**Congestion heat map**

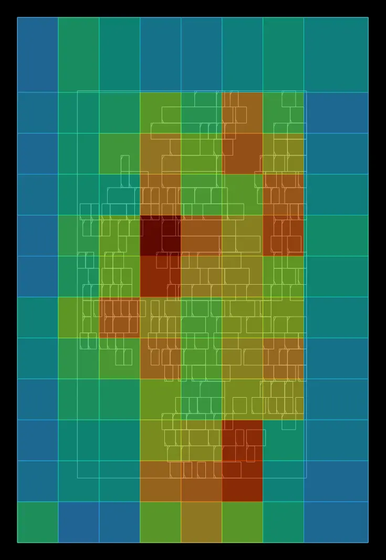
**Routed metal, one color a layer**

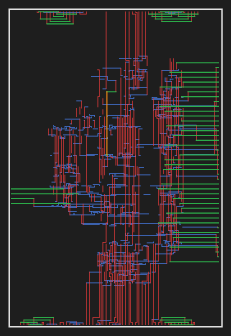
**The metal 2 layer**

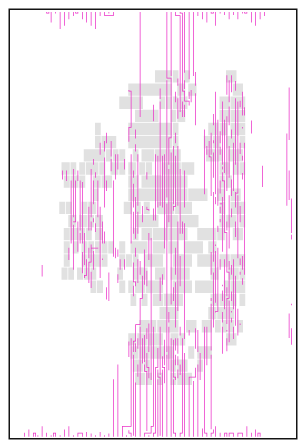
**Clock network drawn from the DEF**

Bar = 20 µm.
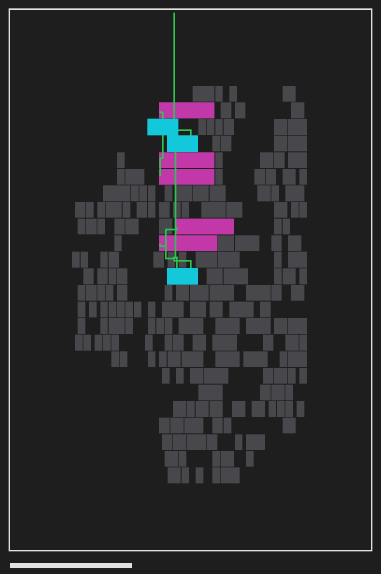
[src/rtl/bus_arbiter_pkg.sv]
// bus_arbiter_pkg: shared ROM geometry, master count, owner index type and FSM states
package bus_arbiter_pkg;

    localparam int ROM_ADDR_W = 11;
    localparam int ROM_DATA_W = 32;

    localparam int N_MASTERS = 4;
    localparam int OWNER_W   = 2;

    typedef logic [OWNER_W-1:0] owner_t;

    typedef enum logic {
        ST_IDLE  = 1'b0,
        ST_GRANT = 1'b1
    } arb_state_e;

    function automatic logic [N_MASTERS-1:0] onehot_low(input owner_t idx);
        return ~(N_MASTERS'(1) << idx);
    endfunction

endpackage

[src/rtl/bus_arb_prio.sv]
// bus_arb_prio: first active request found scanning upward from start, wrapping at the top
module bus_arb_prio
    import bus_arbiter_pkg::*;
(
    input  logic [N_MASTERS-1:0] req,
    input  owner_t               start,
    output owner_t               winner,
    output logic                 valid
);

    logic [2*N_MASTERS-1:0] dbl;
    logic [N_MASTERS-1:0]   rot;
    owner_t                 off;

    // rotate so start sits at bit 0, take the lowest set bit, rotate the index back
    always_comb begin
        dbl = {req, req};
        rot = dbl[{1'b0, start} +: N_MASTERS];
        off = '0;
        for (int i = N_MASTERS - 1; i >= 0; i--)
            if (rot[i]) off = owner_t'(i);
        winner = start + off;
        valid  = |req;
    end

endmodule

[src/rtl/bus_arbiter.sv]
// bus_arbiter: four-master ROM bus arbiter; BUS_ARB_ROUND_ROBIN_EN selects round-robin over fixed priority
module bus_arbiter
    import bus_arbiter_pkg::*;
#(
    parameter int ADDR_W = ROM_ADDR_W,
    parameter int DATA_W = ROM_DATA_W
) (
    input  logic                          clk,
    input  logic                          reset,
    input  logic [N_MASTERS-1:0]          m_req_,
    input  logic [N_MASTERS-1:0]          m_as_,
    input  logic [N_MASTERS*ADDR_W-1:0]   m_addr,
    output logic [N_MASTERS-1:0]          m_grnt_,
    output logic [N_MASTERS-1:0]          m_rdy_,
    output logic [DATA_W-1:0]             m_rd_data,
    output logic                          rom_cs_,
    output logic                          rom_as_,
    output logic [ADDR_W-1:0]             rom_addr,
    input  logic [DATA_W-1:0]             rom_rd_data,
    input  logic                          rom_rdy_
);

    arb_state_e           state, state_nxt;
    owner_t               owner, owner_nxt, rdy_sel, start, winner;
    logic                 win_vld, take;
    logic [N_MASTERS-1:0] req;

    assign req = ~m_req_;

    bus_arb_prio u_prio (
        .req    (req),
        .start  (start),
        .winner (winner),
        .valid  (win_vld)
    );

    // a new winner is taken from idle, or when the current owner has let go
    assign take = win_vld && (state == ST_IDLE || !req[owner]);

`ifdef BUS_ARB_ROUND_ROBIN_EN
    owner_t rr_ptr;

    // remember the most recent grant so the search begins just past it
    always_ff @(posedge clk or negedge reset)
        if (!reset) rr_ptr <= owner_t'(N_MASTERS - 1);
        else if (take) rr_ptr <= winner;

    assign start = rr_ptr + 1'b1;
`else
    assign start = '0;
`endif

    // state, owner and ready-routing registers
    always_ff @(posedge clk or negedge reset)
        if (!reset) begin
            state   <= ST_IDLE;
            owner   <= '0;
            rdy_sel <= '0;
        end else begin
            state   <= state_nxt;
            owner   <= owner_nxt;
            rdy_sel <= rom_as_ ? rdy_sel : owner;
        end

    // next state: hand over without a gap when someone else is waiting
    always_comb begin
        state_nxt = state;
        owner_nxt = owner;
        if (take) begin
            state_nxt = ST_GRANT;
            owner_nxt = winner;
        end else if (state == ST_GRANT && !req[owner]) begin
            state_nxt = ST_IDLE;
        end
    end

    // bus outputs driven from registered owner; strobe only while the owner still requests
    always_comb begin
        m_grnt_  = '1;
        rom_cs_  = 1'b1;
        rom_as_  = 1'b1;
        rom_addr = '0;
        if (state == ST_GRANT) begin
            m_grnt_  = onehot_low(owner);
            rom_cs_  = 1'b0;
            rom_as_  = m_req_[owner] | m_as_[owner];
            rom_addr = m_addr[owner*ADDR_W +: ADDR_W];
        end
    end

    assign m_rdy_    = (!reset || rom_rdy_) ? '1 : onehot_low(rdy_sel);
    assign m_rd_data = rom_rd_data;

endmodule

[config.mk]
export PLATFORM = sky130hd
export DESIGN_NAME = bus_arbiter
export DESIGN_NICKNAME = d
export VERILOG_FILES = /design/src/rtl/bus_arbiter_pkg.sv /design/src/rtl/bus_arb_prio.sv /design/src/rtl/bus_arbiter.sv
export SDC_FILE = /design/constraint.sdc
export NUM_CORES = 1
export LEC_CHECK = 0
export ABC_AREA = 1
export CORE_ASPECT_RATIO = 1.75
export CORE_MARGIN = 10
export CORE_UTILIZATION = 44
export CTS_CLUSTER_SIZE = 25
export DETAILED_ROUTE_END_ITERATION = 10
export DONT_BUFFER_PORTS = 1
export SYNTH_ARGS = -nofsm -noshare
export SYNTH_HDL_FRONTEND = slang
export SYNTH_HIERARCHICAL = 1
export SYNTH_SLANG_ARGS = --single-unit
[constraint.sdc]
create_clock -name clk -period 1.5 [get_ports clk]
set_input_delay 0.3 -clock clk [delete_from_list [all_inputs] [get_ports clk]]
set_output_delay 0.3 -clock clk [all_outputs]
set_load 0.01 [all_outputs]
==> results.cfg <==
; flow metrics
[placed_design]
placed_cell_area_um2 = 1050
dpl_worst_slack_ns = 0.0472
portBuffers = 0

[sta]
setup_slack_ns = -0.0913
setup_viol = 12
max_freq_mhz = 628
slew_violations = 0

[routing]
drt_iter0_drc = 29
ant_nets = 0

[global_routing]
grt_max_degree = 15
gr-total-overflow = 0
grt_pass1_wl_um = 5640

[yosys]
yosysTopAreaCellShare_pct = 24.8

[run_status]
outcome = complete, but fails checks
violations = negative setup slack

[die]
io_pins = 140

[finish]
design_area_um2 = 1290
layout.area.comb_um2 = 853
finalNetCount = 289
regArea_um2 = 128

[cts]
clock-sinks = 5

[critical_path]
cp.required_ns = 1.20
cp-start-kind = flip-flop
Notes on 'congestion heat map' above:
M2 GR Usage: 26.5%
All-Layer GR Usage: 13.3%
met1 usage: 8.67%

Notes on 'routed metal, one color a layer' above:
[met1] blue | wire length: 965 µm
[met4] orange | wire length: 17.7 µm
[met2] red | wire length: 1950 µm
[met3] green | wire length: 627 µm
Avg WL per Cell: 15.7 µm
via count: 1238
wirelength, routed: 3560 µm

Notes on 'the metal 2 layer' above:
share of all routed wire: 55%
wire length on this layer: 1950 µm
main direction: vertical

Notes on 'clock network drawn from the DEF' above:
[clock wires] green | length: 86.6 µm
[flip-flops] magenta | count: 5
[cells driving clock nets] cyan | count: 3
routed clock nets: 4
Worst-Skew Late Latency: 0.22 ns
clock group total power: 244 µW
Layout Skew: 0.00214 ns
Clk pwr share: 8.9%

[cells in the final DEF, fill, tap and decap left out, drive strengths merged, types with 4 or more instances in the layout]
master  instances
and2           11
buf            16
clkbuf          4
conb           12
dfrtp           5
inv            15
nand2          82
nand3          34
nand4          11
nor2            5
[cell type report]
class	instances	share of cell area, %
clock buffer	4	3.50
inverter	15	4.96
multi-input combinational	159	66.3
sequential	5	9.92
tap	26	2.53
timing repair buffer	17	12.7
[metrics by stage]
step | TNS [ns] | instances | util [%] | hold WS (ns)
after CTS | -0.736 | 225 | 48.8 | 0.375
after global placement | 0 | 217 | 41.7 | 0.00461
after floorplan | 0 | 218 | - | 0.00441
after global routing | -1.44 | 226 | 51.0 | 0.372
final | -0.783 | 226 | 51.0 | 0.371
after detailed placement | 0 | 217 | 41.7 | 0.00460
[worst paths after layout]
path	from	endpoint	cells after the start
worst max register to register	owner[1]	rdy_sel[1]	9
worst max-delay path	owner[0]	rom_as_	7
min in group clk	m_req_[1]	state	5
worst min-delay path	reset	owner[1]	1
worst min register to register	rdy_sel[0]	rdy_sel[0]	2
max in group asynchronous	reset	owner[0]	1
[kinds of logic (layout without fill, tap and decap cells)]
| group | Yosys count | in the layout | synth area share (%) |
|---|---|---|---|
| buffers and inverters | 54 | 36 | 29.8 |
| other | 1 | 12 | 0.317 |
| flip-flops | 5 | 5 | 10.6 |
| XOR/XNOR | 1 | 1 | 0.742 |
| AND-OR/OR-AND | 1 | 1 | 0.636 |
| adder cells (fa/ha/maj) | 1 | 1 | 1.06 |
| AND/OR/NAND/NOR | 144 | 144 | 56.9 |
[worst max-delay path, delay by kind of cell (launching register included)]
family / cells / cell delay, ns
DFF: 1 / 0.46
and+or+nand+nor: 5 / 0.38
buffers and inverters: 2 / 0.23
[sequential cells by signal, summed over array words and instances (netlist names)]
name / cells
owner: 2
rdy_sel: 2
state: 1
[where the power goes]
part / leakage (nW) / switching, mW / total [mW] / internal, mW
registers: 0.0578 / 0.119 / 0.326 / 0.207
clock network: 0.0228 / 0.0623 / 0.244 / 0.182
logic: 0.571 / 1.17 / 2.19 / 1.01
total: 0.652 / 1.36 / 2.76 / 1.40
[routing by layer]
layer / track usage [%] / share of wire [%] / vias up
met5: 0 / 0 / -
li1: - / - / 602
met2: 26.5 / 55 / 88
met1: 8.67 / 27 / 546
met3: 10.0 / 18 / 2
met4: 3.77 / 0.48 / 0
[what timing repair did]
action,CTS,global route
hold endpoints to repair,5,0
setup buffers,3,1
cloned,0,0
gates resized,33,16
hold buffers,1,0
pin swaps,7,5
endpoints found under the setup margin,12,14
No activity file was given, so power comes from the tool's default toggle rates.
